===== config.mk =====
export PLATFORM = sky130hd
export DESIGN_NAME = piso_sel_gen_8
export DESIGN_NICKNAME = d
export VERILOG_FILES = /design/src/rtl/piso_sel_gen_8_pkg.sv /design/src/rtl/mux4to1_12.sv /design/src/rtl/mux8to1_12.sv /design/src/rtl/mux_2_12.sv /design/src/rtl/piso_sel_gen_8.sv
export SDC_FILE = /design/constraint.sdc
export NUM_CORES = 1
export LEC_CHECK = 0
export CAP_MARGIN = 20
export CORE_MARGIN = 1.5
export CORE_UTILIZATION = 47
export DETAILED_ROUTE_END_ITERATION = 16
export PLACE_DENSITY = 0.74
export SLEW_MARGIN = 30
export SYNTH_ARGS = -nofsm -noshare
export SYNTH_HDL_FRONTEND = slang
export SYNTH_SLANG_ARGS = --single-unit

===== constraint.sdc =====
create_clock -name clk -period 1.86 [get_ports clk]
set_input_delay 0.372 -clock clk [delete_from_list [all_inputs] [get_ports clk]]
set_output_delay 0.372 -clock clk [all_outputs]
set_load 0.02 [all_outputs]

===== src/rtl/piso_sel_gen_8_pkg.sv =====
// Shared definitions for the piso_sel_gen_8 serialiser.
//   - FSM state encodings (IDLE, SHIFT)
//   - width of the per-bit clock prescaler
//   - helpers that map the bit-order parameter to the first/last select index
package piso_sel_gen_8_pkg;

  localparam int unsigned DIV_CNT_W = 8;

  localparam logic IDLE  = 1'b0;
  localparam logic SHIFT = 1'b1;

  function automatic logic [2:0] sel_first(input bit msb_first);
    return msb_first ? 3'd7 : 3'd0;
  endfunction

  function automatic logic [2:0] sel_last(input bit msb_first);
    return msb_first ? 3'd0 : 3'd7;
  endfunction

endpackage


===== src/rtl/mux4to1_12.sv =====
// 4:1 single-bit multiplexer built from mux_2_12 cells.
//   d : data inputs, d[i] selected when s == i
//   s : 2-bit select
//   y : output
module mux4to1_12 (
  input  logic [3:0] d,
  input  logic [1:0] s,
  output logic       y
);

  logic y_lo;
  logic y_hi;

  mux_2_12 u_lo (.a(d[0]), .b(d[1]), .s(s[0]), .y(y_lo));
  mux_2_12 u_hi (.a(d[2]), .b(d[3]), .s(s[0]), .y(y_hi));
  mux_2_12 u_out (.a(y_lo), .b(y_hi), .s(s[1]), .y(y));

endmodule


===== src/rtl/mux8to1_12.sv =====
// 8:1 single-bit multiplexer built from two mux4to1_12 and one mux_2_12.
//   d : data inputs, d[i] selected when s == i
//   s : 3-bit select
//   y : output
module mux8to1_12 (
  input  logic [7:0] d,
  input  logic [2:0] s,
  output logic       y
);

  logic y_lo;
  logic y_hi;

  mux4to1_12 u_lo (.d(d[3:0]), .s(s[1:0]), .y(y_lo));
  mux4to1_12 u_hi (.d(d[7:4]), .s(s[1:0]), .y(y_hi));
  mux_2_12   u_out (.a(y_lo), .b(y_hi), .s(s[2]), .y(y));

endmodule


===== src/rtl/mux_2_12.sv =====
// 2:1 single-bit multiplexer.
//   a, b : data inputs (a selected when s=0)
//   s    : select
//   y    : output
module mux_2_12 (
  input  logic a,
  input  logic b,
  input  logic s,
  output logic y
);

  assign y = s ? b : a;

endmodule


===== src/rtl/piso_sel_gen_8.sv =====
// 8-bit parallel-in / serial-out sequencer.
// A byte is captured on a load_valid/load_ready handshake, then a 3-bit select
// walks all eight bit positions, each held for DIV clocks. The captured byte
// and the select drive an internal mux8to1_12 whose output is ser_out.
//
// Parameters:
//   DIV       clocks per serial bit (1..255)
//   MSB_FIRST 0: sel counts 0->7, 1: sel counts 7->0
// Ports:
//   clk, rst_n  clock, asynchronous active-low reset
//   load_data   byte to serialise, sampled only on handshake
//   load_valid  load_data valid
//   load_ready  byte can be accepted this cycle (idle, or last cycle of a frame)
//   sel         current bit index, also usable by an external mux8to1_12
//   ser_out     selected bit while busy, 0 when idle
//   busy        frame in progress
//   frame_done  one-cycle pulse after the last bit period of a frame
module piso_sel_gen_8
  import piso_sel_gen_8_pkg::*;
#(
  parameter int unsigned DIV       = 1,
  parameter bit          MSB_FIRST = 1'b0
) (
  input  logic       clk,
  input  logic       rst_n,
  input  logic [7:0] load_data,
  input  logic       load_valid,
  output logic       load_ready,
  output logic [2:0] sel,
  output logic       ser_out,
  output logic       busy,
  output logic       frame_done
);

  localparam logic [2:0]           SelFirst = sel_first(MSB_FIRST);
  localparam logic [2:0]           SelLast  = sel_last(MSB_FIRST);
  localparam logic [DIV_CNT_W-1:0] DivTc    = DIV_CNT_W'(DIV - 1);

  logic                 state_q, state_d;
  logic [7:0]           data_q, data_d;
  logic [2:0]           sel_q, sel_d;
  logic [DIV_CNT_W-1:0] div_q, div_d;
  logic                 frame_done_q, frame_done_d;

  logic bit_end;
  logic last_cycle;
  logic accept;
  logic mux_y;

  assign bit_end    = (div_q == DivTc);
  assign last_cycle = (state_q == SHIFT) && (sel_q == SelLast) && bit_end;
  // Ready in the final cycle too, so frames can run back-to-back with no gap.
  assign load_ready = (state_q == IDLE) || last_cycle;
  assign accept     = load_valid && load_ready;

  always_comb begin
    state_d      = state_q;
    data_d       = data_q;
    sel_d        = sel_q;
    div_d        = div_q;
    frame_done_d = 1'b0;

    if (state_q == SHIFT) begin
      if (bit_end) begin
        div_d = '0;
        if (sel_q == SelLast) begin
          frame_done_d = 1'b1;
          state_d      = IDLE;
          sel_d        = SelFirst;
        end else begin
          sel_d = MSB_FIRST ? sel_q - 3'd1 : sel_q + 3'd1;
        end
      end else begin
        div_d = div_q + 1'b1;
      end
    end

    // A new capture overrides the end-of-frame return to IDLE.
    if (accept) begin
      state_d = SHIFT;
      data_d  = load_data;
      sel_d   = SelFirst;
      div_d   = '0;
    end
  end

  always_ff @(posedge clk or negedge rst_n) begin
    if (!rst_n) begin
      state_q      <= IDLE;
      data_q       <= '0;
      sel_q        <= SelFirst;
      div_q        <= '0;
      frame_done_q <= 1'b0;
    end else begin
      state_q      <= state_d;
      data_q       <= data_d;
      sel_q        <= sel_d;
      div_q        <= div_d;
      frame_done_q <= frame_done_d;
    end
  end

  mux8to1_12 u_bit_mux (
    .d (data_q),
    .s (sel_q),
    .y (mux_y)
  );

  assign busy       = (state_q == SHIFT);
  assign ser_out    = busy & mux_y;
  assign sel        = sel_q;
  assign frame_done = frame_done_q;

endmodule


### Met1 routing

Supply wires on this layer in grey.
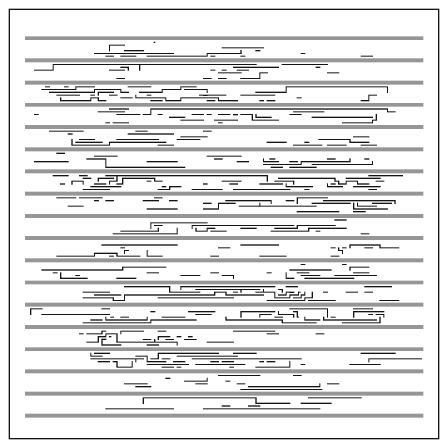
longest straight run	29.0 um
main direction	horizontal
wire length on this layer	1140 um
share of all routed wire	40%

### Metal 2

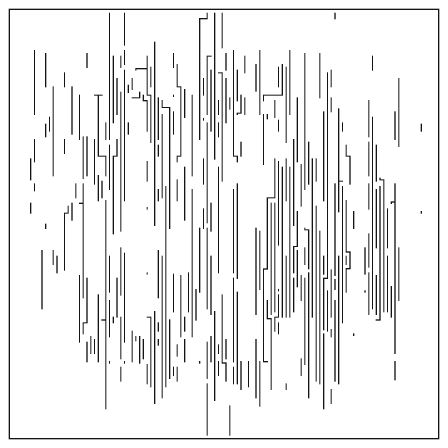
longest straight run	25.5 um
share of all routed wire	53%
wire length on this layer	1520 um
routed vias: 1066
total wire length after detailed routing: 2879 um
M2 GR Usage: 0.3833

==> changes_impl.md <==
### Physical design

- Run status: complete, but fails checks
- Failing checks: negative setup slack
- Die Span X: 52.41 um
- Setup WS pre-CTS: -0.5645 ns
- Most frequently used flop master after synthesis: dfrtp_1
- Required arrival time at the worst endpoint: 1.49 ns
- Seq cells post-synth: 21
- Comb/total area: 0.3844
- Gpl congestion: about 0.8
- Critical path buffer and inverter count: 3
- CP max FO: 2
- Yosys Chip Area: around 0.0011 mm^2
- Share of cells above drive strength 1: 0.3141
- Num CTS Buffers: 3
- Number of global-route vias before repair: 965
- Starting DRC count in detailed routing: 16
- Sequential area share after synthesis: 0.4580
- Synthesized-area fraction occupied by xor and xnor cells: 0.02290
- Post-CTS setup buffer count: 1
- Switching pwr: between 0.0009 and 0.001 W
- Total routing usage reported by global routing: 0.2234
- Crit path setup slack, layout: -0.3920 ns
- Fraction of the mapped netlist area in simple logic gates: 0.1876
- Init Core Util: 0.5089
- Number of placed I/O pins: 18
- Setup-failing EPs final: 6
- Top power consumer group: combinational cells
- Total leakage power: between 0.7 and 0.8 nW
### Signal wires on met3

The bar under the picture is 20 um long. Cells faint in the background.
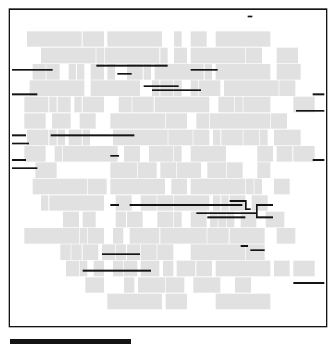
main direction	horizontal
longest straight run	18.4 um
nets with wire on the layer	23
share of all routed wire	5.1%
wire length on this layer	147 um
global-route met3 utilization: 0.02000

[metrics by stage]
stage / std cells / setup TNS, ns
2_1_floorplan: 118 / -0.1847
3_3_place_gp: 177 / -0.8317
4_1_cts: 182 / -0.6827
6_report: 184 / -0.9565
5_1_grt: 184 / -1.796
3_5_place_dp: 177 / -0.9859
[cell usage after synthesis (all sizes together) (2+ instances only)]
master,count
nand2,22
dfrtp,21
o22ai,8
nor2,6
buf,5
clkbuf,5
inv,5
or3,5
ha,4
o21ai,4
a21oi,3
o211ai,3
xor2,3
mux4,2
nand3b,2
nor3,2
o2111ai,2
o311ai,2
o31a,2
o31ai,2
or2,2
[worst reg2reg max path, delay by kind of cell (launching register included)]
family	cells	cell delay (ns)
simple gates	2	0.71
buf+inv	3	0.36
fa+ha+maj	1	0.12
flops	1	0.41
compound gates	1	0.27
No activity file was given, so power comes from the tool's default toggle rates.
